Fig. 1: run 1, M2 wires
(4 px per um) Cells faint in the background.
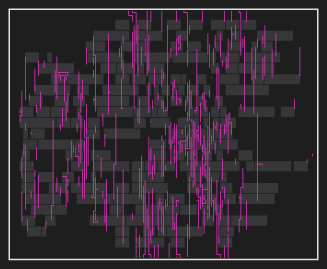
Fig. 2: run 1, clock distribution
(8 px per um)
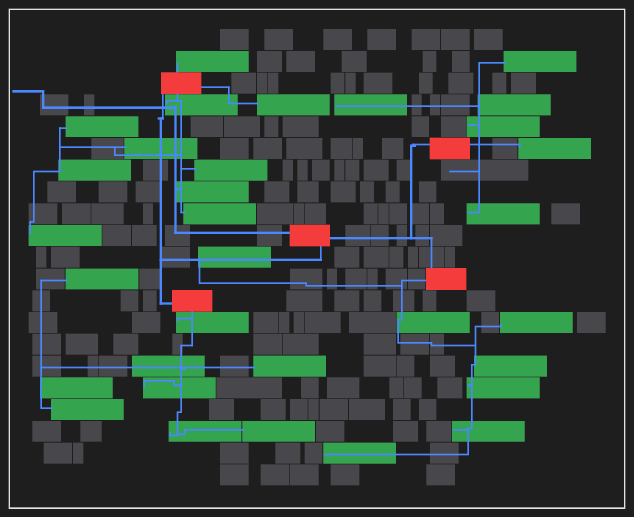
Fig. 3: run 1, pin placement
(4 px per um) Pins as bars across the die edge, other pins in grey.
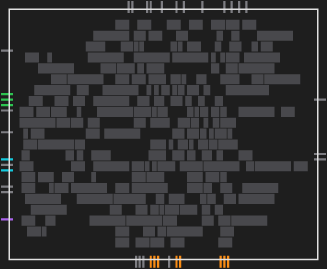
`config.mk`:
```
export PLATFORM = sky130hd
export DESIGN_NAME = rastreador_posicao
export DESIGN_NICKNAME = d
export VERILOG_FILES = /design/src/rtl/rastreador_posicao.sv
export SDC_FILE = /design/constraint.sdc
export NUM_CORES = 1
export LEC_CHECK = 0
export ABC_CLOCK_PERIOD_IN_PS = 2700
export CORE_ASPECT_RATIO = 0.8
export CORE_MARGIN = 2
export CORE_UTILIZATION = 40
export CTS_CLUSTER_SIZE = 25
export DETAILED_ROUTE_END_ITERATION = 10
export PLACE_DENSITY = 0.67
export SYNTH_ARGS = -nofsm -noshare
export SYNTH_HDL_FRONTEND = slang
export SYNTH_SLANG_ARGS = --single-unit
export TNS_END_PERCENT = 1
```
`constraint.sdc`:
```
create_clock -name c4 -period 2.7 [get_ports c4]
set_clock_uncertainty 0.15 [all_clocks]
set_input_delay 0.405 -clock c4 [delete_from_list [all_inputs] [get_ports c4]]
set_output_delay 0.405 -clock c4 [all_outputs]
set_load 0.01 [all_outputs]
```
`src/rtl/rastreador_posicao.sv`:
```
`default_nettype none
// ============================================================================
// Module   : rastreador_posicao
// Brief    : Integrates acao step codes into an (x,y) grid position, flags
//            wall collisions, counts steps/collisions, tracks target arrival.
// Revision : 1.0 - initial release
// ============================================================================
module rastreador_posicao #(
    parameter int GRID_W = 8,
    parameter int GRID_H = 8,
    parameter int CW     = 3,
    parameter int X0     = 0,
    parameter int Y0     = 0,
    parameter int SW     = 8
) (
    input  logic          c4,
    input  logic          reset,
    input  logic [2:0]    acao,
    input  logic          alvo_valido,
    input  logic [CW-1:0] alvo_x,
    input  logic [CW-1:0] alvo_y,
    output logic [CW-1:0] pos_x,
    output logic [CW-1:0] pos_y,
    output logic          colisao,
    output logic          chegou,
    output logic          erro,
    output logic [SW-1:0] passos,
    output logic [SW-1:0] colisoes,
    output logic [1:0]    estado
);

    localparam logic [2:0]    c_parado = 3'b000;
    localparam logic [2:0]    c_norte  = 3'b001;
    localparam logic [2:0]    c_oeste  = 3'b010;
    localparam logic [2:0]    c_leste  = 3'b011;
    localparam logic [2:0]    c_sul    = 3'b100;
    localparam logic [CW-1:0] c_max_x  = CW'(GRID_W - 1);
    localparam logic [CW-1:0] c_max_y  = CW'(GRID_H - 1);
    localparam logic [CW-1:0] c_x0     = CW'(X0);
    localparam logic [CW-1:0] c_y0     = CW'(Y0);
    localparam logic [CW:0]   c_grid_w = (CW+1)'(GRID_W);
    localparam logic [CW:0]   c_grid_h = (CW+1)'(GRID_H);

    typedef enum logic [1:0] {
        OCIOSO    = 2'b00,
        NAVEGANDO = 2'b01,
        CHEGOU    = 2'b10
    } t_estado;

    t_estado       r_estado;
    t_estado       w_estado_prox;
    logic [CW-1:0] r_pos_x;
    logic [CW-1:0] r_pos_y;
    logic [CW-1:0] r_alvo_x;
    logic [CW-1:0] r_alvo_y;
    logic [SW-1:0] r_passos;
    logic [SW-1:0] r_colisoes;
    logic          r_colisao;
    logic          r_erro;

    logic [CW-1:0] w_nx;
    logic [CW-1:0] w_ny;
    logic [CW-1:0] w_tx;
    logic [CW-1:0] w_ty;
    logic          w_move;
    logic          w_reject;
    logic          w_bad_code;
    logic          w_alvo_ok;
    logic          w_alvo_bad;
    logic          w_hit;

    // Step decode: next position, accepted/rejected move, illegal code
    always_comb begin
        w_nx       = r_pos_x;
        w_ny       = r_pos_y;
        w_move     = 1'b0;
        w_reject   = 1'b0;
        w_bad_code = 1'b0;
        case (acao)
            c_parado: ;
            c_norte: begin
                if (r_pos_y == c_max_y) w_reject = 1'b1;
                else begin
                    w_ny   = r_pos_y + CW'(1);
                    w_move = 1'b1;
                end
            end
            c_sul: begin
                if (r_pos_y == '0) w_reject = 1'b1;
                else begin
                    w_ny   = r_pos_y - CW'(1);
                    w_move = 1'b1;
                end
            end
            c_leste: begin
                if (r_pos_x == c_max_x) w_reject = 1'b1;
                else begin
                    w_nx   = r_pos_x + CW'(1);
                    w_move = 1'b1;
                end
            end
            c_oeste: begin
                if (r_pos_x == '0) w_reject = 1'b1;
                else begin
                    w_nx   = r_pos_x - CW'(1);
                    w_move = 1'b1;
                end
            end
            default: w_bad_code = 1'b1;
        endcase
    end

    // A freshly loaded target takes effect in the same cycle as its strobe
    assign w_alvo_ok  = alvo_valido && ({1'b0, alvo_x} < c_grid_w)
                                    && ({1'b0, alvo_y} < c_grid_h);
    assign w_alvo_bad = alvo_valido && !w_alvo_ok;
    assign w_tx       = w_alvo_ok ? alvo_x : r_alvo_x;
    assign w_ty       = w_alvo_ok ? alvo_y : r_alvo_y;
    assign w_hit      = (w_nx == w_tx) && (w_ny == w_ty);

    always_comb begin
        w_estado_prox = r_estado;
        case (r_estado)
            OCIOSO:    if (w_alvo_ok) w_estado_prox = w_hit ? CHEGOU : NAVEGANDO;
            NAVEGANDO: if (w_hit) w_estado_prox = CHEGOU;
            CHEGOU:    if (!w_hit) w_estado_prox = NAVEGANDO;
            default:   w_estado_prox = OCIOSO;
        endcase
    end

    always_ff @(posedge c4 or posedge reset) begin
        if (reset) begin
            r_estado   <= OCIOSO;
            r_pos_x    <= c_x0;
            r_pos_y    <= c_y0;
            r_alvo_x   <= '0;
            r_alvo_y   <= '0;
            r_passos   <= '0;
            r_colisoes <= '0;
            r_colisao  <= 1'b0;
            r_erro     <= 1'b0;
        end else begin
            r_estado  <= w_estado_prox;
            r_pos_x   <= w_nx;
            r_pos_y   <= w_ny;
            r_colisao <= w_reject;
            if (w_alvo_ok) begin
                r_alvo_x <= alvo_x;
                r_alvo_y <= alvo_y;
            end
            if (w_move && (r_passos != '1))
                r_passos <= r_passos + SW'(1);
            if (w_reject && (r_colisoes != '1))
                r_colisoes <= r_colisoes + SW'(1);
            if (w_bad_code || w_alvo_bad)
                r_erro <= 1'b1;
        end
    end

    assign pos_x    = r_pos_x;
    assign pos_y    = r_pos_y;
    assign colisao  = r_colisao;
    assign chegou   = (r_estado == CHEGOU);
    assign erro     = r_erro;
    assign passos   = r_passos;
    assign colisoes = r_colisoes;
    assign estado   = r_estado;

endmodule
`default_nettype wire

```
==> GITHUB_STEP_SUMMARY, run 1 <==
### Flow metrics

| Metric | Value |
|---|---|
| Status | `completed` |
| Cell area after synthesis | `~1700 um^2` |
| Vias/cell | `just under 5` |
| Die Area | `roughly 4800 um^2` |
| Post-CTS Setup Bufs | `0` |
| Biggest area cells | `dfrtp_1, xnor2_1, ha_1` |
| Most frequent cell after synthesis | `dfrtp_1` |
| Fraction of layout cells with a size suffix above 1 | `11.56%` |
| F_max | `roughly 420 MHz` |
| Crit-path max cell delay | `around 430 ps` |
| Logic area | `822.0 um^2` |
| Longest Clk Path Bufs | `2` |
| Initial antenna violation count | `0` |
| Post-synth seq share | `47.30%` |
| Ant diodes | `0` |
| Worst Setup End Kind | `flop` |
| Crit-path leading delay family | `AND-OR/OR-AND gates` |
| Worst VDD drop | `~0.00040 V` |
| Predominant post-synthesis flop cell | `dfrtp_1` |
| Clock transition at the registers of the reported paths | `~70 ps` |
| Hold_sp | `erro$_DFFE_PP0N_` |
| Leak | `around 0.001 uW` |
| Standard-cell rows | `21` |
| Hold/Removal Path Class | `reg -> reg` |
| DRT iter0 DRCs | `between 80 and 90` |
| CP arrival | `2420 ps` |
| Startpoint types | `flop` |
| Pwr Density | `slightly above 900 nW/um^2` |
| CP startpoint | `pos_y[1]$_DFF_PP0_` |
| Tool warnings | `30` |
| Period utilisation layout | `88.59%` |
| Met1 usage | `20.77%` |
| Worst Setup Slack post-DPL | `75.50 ps` |
| Total placed cells including tap cells | `around 250` |
| GRT Total Usage | `roughly 15%` |
| CTS tree | `built` |
| Mapped Cells | `around 150` |
| Fin Hold WS | `324.3 ps` |
| Clk sink count | `32` |
| WP buf/inv | `0` |
| Placed cell area | `2153 um^2` |
| Top cells by count | `dfrtp_1, xnor2_1, inv_1` |
| Final ANT Viol Nets | `0` |
| Met1 Wirelength | `approximately 1600 um` |
| Htree depth | `2` |
| Internal power | `around 1400 uW` |
| Max transition margin | `68.24%` |
| Vias in the first global route | `1193` |
| Cell Type Count | `roughly 42` |
| Global route overflow | `0` |
| Cell count in the Yosys report | `154` |
| Flop pwr share | `36.9%` |
| Number of enable flip-flop cells | `0` |
| Comb power | `between 800 and 900 uW` |
| Setup violations, final | `0` |
| CORE AREA | `just over 4000 um^2` |
| Met3 GRT Util | `roughly 4.4%` |
| Largest net degree at the start of global routing | `33` |
| DR DRC count | `0` |
| Max Transition Viols Final | `0` |
| Pre-antenna DRT Iters | `4` |
| Fill cells | `~370` |
| Kind of critical path | `reg -> reg` |
| Sw frac | `33.71%` |
| Unrepaired setup endpoints after global routing | `no` |
| Average size of a mapped cell | `approximately 11 um^2` |
| Worst path slowest cell | `dfrtp_1` |
| Worst-path maximum fanout | `8` |
| DR WL met3 | `167 um` |
| Root buffer cell | `clkbuf_8` |
| Fp util | `41.04%` |
| Post-synth ARST share | `100.0%` |
| Io pins | `39` |
| Met2 wire len | `around 1500 um` |
| Non-Filler Instances | `256` |
| Placed wire-length estimate | `about 2600 um` |
| CTS Buf Count | `5` |
## Picture notes: Fig. 1
share of all routed wire = 45%
nets with wire on the layer = 182
main direction = vertical
WL final: 3373 um
Vias: 1256
met2 Track Usage GR: 23.46%

## Picture notes: Fig. 2
red -> clock-net drivers  # count 5
green -> flip-flops  # count 32
blue -> clock wires  # length 446 um
flops lie = widely spread
routed clock nets = 6
Latency at later pin: 280 ps
clk pwr: 447 uW

## Picture notes: Fig. 3
purple -> `reset`  # pins 1, direction input, edge left
orange -> `passos`  # pins 8, direction output, edge bottom
cyan -> `estado`  # pins 2, direction output, edge left
green -> `alvo_x`  # pins 3, direction input, edge left
all pins by edge = 12 top, 12 bottom, 12 left, 3 right
height of the die: 62.19 um
die width: 76.74 um
Buffers on Ports: 38

-- run 1: stage by stage --
step	power [uW]	utilization, %
global placement	1585	52.20
finish	2053	54.81
CTS	2082	54.81
global route	2205	54.81
floorplan	1247	-
detailed placement	1620	52.20
-- run 1: logic make-up (layout without fill, tap and decap cells) --
kind of cell	after synthesis	count (layout)	share of synthesized area [%]
buffers and inverters	18	63	4.139
AND-OR/OR-AND	18	18	8.058
multiplexers	9	9	5.765
adder cells (fa/ha/maj)	8	8	5.913
XOR/XNOR	22	22	12.20
flip-flops	32	32	47.30
AND/OR/NAND/NOR	47	47	16.63
-- run 1: path summary, 6_finish.rpt --
path | endpoint | slack (ps) | cells past startpoint
hold reg to reg | erro$_DFFE_PP0N_ | 320 | 1
max in group asynchronous | colisoes[6]$_DFFE_PP0P_ | 1760 | 3
min in group asynchronous | r_alvo_y[0]$_DFF_PP0_ | 350 | 3
hold / removal | erro$_DFFE_PP0N_ | 320 | 1
setup / recovery | passos[1]$_DFFE_PP0P_ | 310 | 6
setup reg to reg | passos[1]$_DFFE_PP0P_ | 310 | 6
-- run 1: cell usage in the layout (no fill, tap or decap), types with 5 or more instances in the layout --
cell type	instances
clkbuf_8	5
clkdlybuf4s50_1	38
dfrtp_1	32
ha_1	8
inv_1	13
mux2_2	6
nand3_1	9
nand4_1	5
nor2_1	7
xnor2_1	15
xor2_1	6
-- run 1: layout make-up --
type / count / share of cell area, %
clock buffer: 6 / 3.210
clock inverter: 2 / 1.550
inverter: 13 / 2.158
multi-input combinational: 104 / 36.36
sequential: 32 / 35.42
tap: 57 / 3.154
timing repair buffer: 42 / 18.15
-- run 1: registers in the layout, summed over array words and instances, names as in the netlist --
signal	flops
r_alvo_x	3
colisoes	8
colisao	1
r_alvo_y	3
estado	2
pos_x	3
pos_y	3
erro	1
passos	8
Fig. 4: run 1, placed cells, one colour a class
(4 px per um) Fill, decap, tap and diode cells in grey.
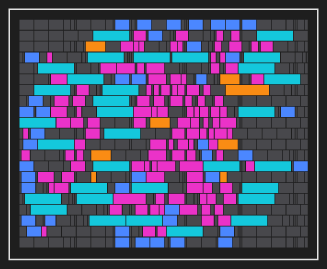

==> run 2, diff against run 1 <==
- CELL_PAD_IN_SITES_DETAIL_PLACEMENT: not set -> 1
- CELL_PAD_IN_SITES_GLOBAL_PLACEMENT: not set -> 1
- CORE_UTILIZATION: 40 -> 38
- PLACE_DENSITY: 0.67 -> 0.79
Fig. 5: run 2, placed cells, one colour a class
(4 px per um) Fill, decap, tap and diode cells in grey.
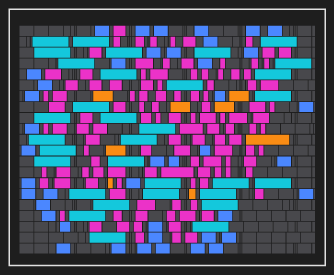
orange -> clock drivers and dummy loads  # cells 8, share of their area 4.9%
magenta -> remaining logic cells  # cells 117, share of their area 40%
cyan -> sequential cells  # cells 32, share of their area 37%
blue -> remaining buffers and delay cells  # cells 42, share of their area 19%
final instance area: 2261 um^2
standard-cell rows: 21
CORE AREA: 4230 um^2
Seq area share: 35.42%
Final Util: 53.45%

==> run 2 against run 1 <==
Effect of this change:
- worst setup slack worse by 57 ps
- power up 1.6%
- combinational power up 3.1%
- cell count unchanged
- die area up 5.0%
- register-to-register slack worse by 60 ps
- clock power about the same
- utilization down 1.4 points
- highest routed layer unchanged
- global-route usage up 3.0 points
- clock-buffer cell count unchanged
- fmax down 2.3%
- wire length up 22%
==> GITHUB_STEP_SUMMARY, run 2 <==
### Flow metrics

| Metric | Value |
|---|---|
| Status | `completed` |
| Area fraction in mux cells | `5.765%` |
| Max transition margin | `69.31%` |
| Htree depth | `2` |
| CTS Buf Count | `5` |
| Clock transition at the registers of the reported paths | `roughly 70 ps` |
| CP arrival | `2460 ps` |
| Cell Type Count | `42` |
| Worst-path maximum fanout | `8` |
| Buffers on Ports | `38` |
| Met2 Track Usage GR | `roughly 30%` |
| Flop pwr share | `around 37%` |
| Die Area | `around 5000 um^2` |
| Logic area | `a little over 800 um^2` |
| Ao+oa area frac | `under 10%` |
| Mapped Cells | `154` |
| Die width | `a little under 80 um` |
| Leak | `roughly 0.001 uW` |
| Most frequent logic cell in the layout | `clkdlybuf4s50_1` |
| Most frequent cell after synthesis | `dfrtp_1` |
| Kind of critical path | `reg -> reg` |
| Placed wire-length estimate | `just over 3000 um` |
| Average size of a mapped cell | `10.99 um^2` |
| Met1 usage | `25.20%` |
| Tool warnings | `30` |
| Post-synth seq share | `47.30%` |
| Initial antenna violation count | `0` |
| Adders+Majority by Area | `between 5 and 6%` |
| Max Transition Viols Final | `0` |
| Global route overflow | `0` |
| Pre-antenna DRT Iters | `4` |
| Largest net degree at the start of global routing | `33` |
| Hold/Removal Path Class | `reg -> reg` |
| Latency at later pin | `around 280 ps` |
| Fraction of layout cells with a size suffix above 1 | `between 10 and 15%` |
| Cell area after synthesis | `~1700 um^2` |
| Sw frac | `34.68%` |
| Vias/cell | `5.102` |
| Pwr Density | `approximately 900 nW/um^2` |
| WL final | `a little over 4000 um` |
| Top cells by count | `dfrtp_1, xnor2_1, inv_1` |
| Period utilisation layout | `about nine tenths` |
| Top non-seq family | `simple AND/OR/NAND/NOR gates` |
| Met3 GRT Util | `approximately 4.3%` |
| Fill cells | `around 450` |
| Cell count in the Yosys report | `approximately 150` |
| Setup violations, final | `0` |
| Vias in the first global route | `1438` |
| Hold Path Stages | `1` |
| Vias | `roughly 1300` |
| Yosys xor share | `roughly 12%` |
| Startpoint types | `flop` |
| Worst VDD drop | `0.0003040 V` |
| Unrepaired setup endpoints after global routing | `no` |
| Fp util | `40.02%` |
[run 2: power groups by stage]
stage,clock [uW],sequential (uW),combinational [uW]
5_1_grt,480,793,962
4_1_cts,456,769,889
3_3_place_gp,0,760,835
2_1_floorplan,0,793,453
6_report,444,767,874
3_5_place_dp,0,774,878
[run 2: area by class of cell]
type	count	share of cell area, %
inverter	13	2.158
clock inverter	2	1.550
tap	57	3.154
timing repair buffer	42	18.15
sequential	32	35.42
multi-input combinational	104	36.36
clock buffer	6	3.210
[run 2: per-stage QoR]
stage | setup WS [ps] | power, uW | hold slack, ps | util (%) | std cells
floorplan | 438.3 | 1247 | 310.7 | - | 154
CTS | 230.5 | 2115 | 325.1 | 53.45 | 256
global route | 61.96 | 2235 | 348.2 | 53.45 | 256
detailed placement | 58.18 | 1652 | 308.0 | 50.90 | 248
finish | 251.5 | 2085 | 318.5 | 53.45 | 256
global placement | 125.4 | 1594 | 298.2 | 50.90 | 248
[run 2: worst max-delay path, stage by stage, from the launching register on]
cell      delay, ps
dfrtp_1         450
ha_1            250
and2_4          170
or3_4           340
o21ai_4         180
o2111a_1        410
mux2_2          380
[run 2: path summary, 6_finish.rpt]
path	slack (ps)	from	to
max	250	pos_y[1]$_DFF_PP0_	passos[1]$_DFFE_PP0P_
min	320	erro$_DFFE_PP0N_	erro$_DFFE_PP0N_
max reg2reg	250	pos_y[1]$_DFF_PP0_	passos[1]$_DFFE_PP0P_
min reg2reg	320	erro$_DFFE_PP0N_	erro$_DFFE_PP0N_
max in group asynchronous	1730	reset	colisao$_DFF_PP0_
min in group asynchronous	370	reset	passos[4]$_DFFE_PP0P_
[run 2: layer usage]
metal,part of all wire (%),wire length (um)
met4,0.19,8
met1,45,1859
met2,51,2076
met3,3.9,159
met5,0,0
Power and IR drop assume default switching activity.
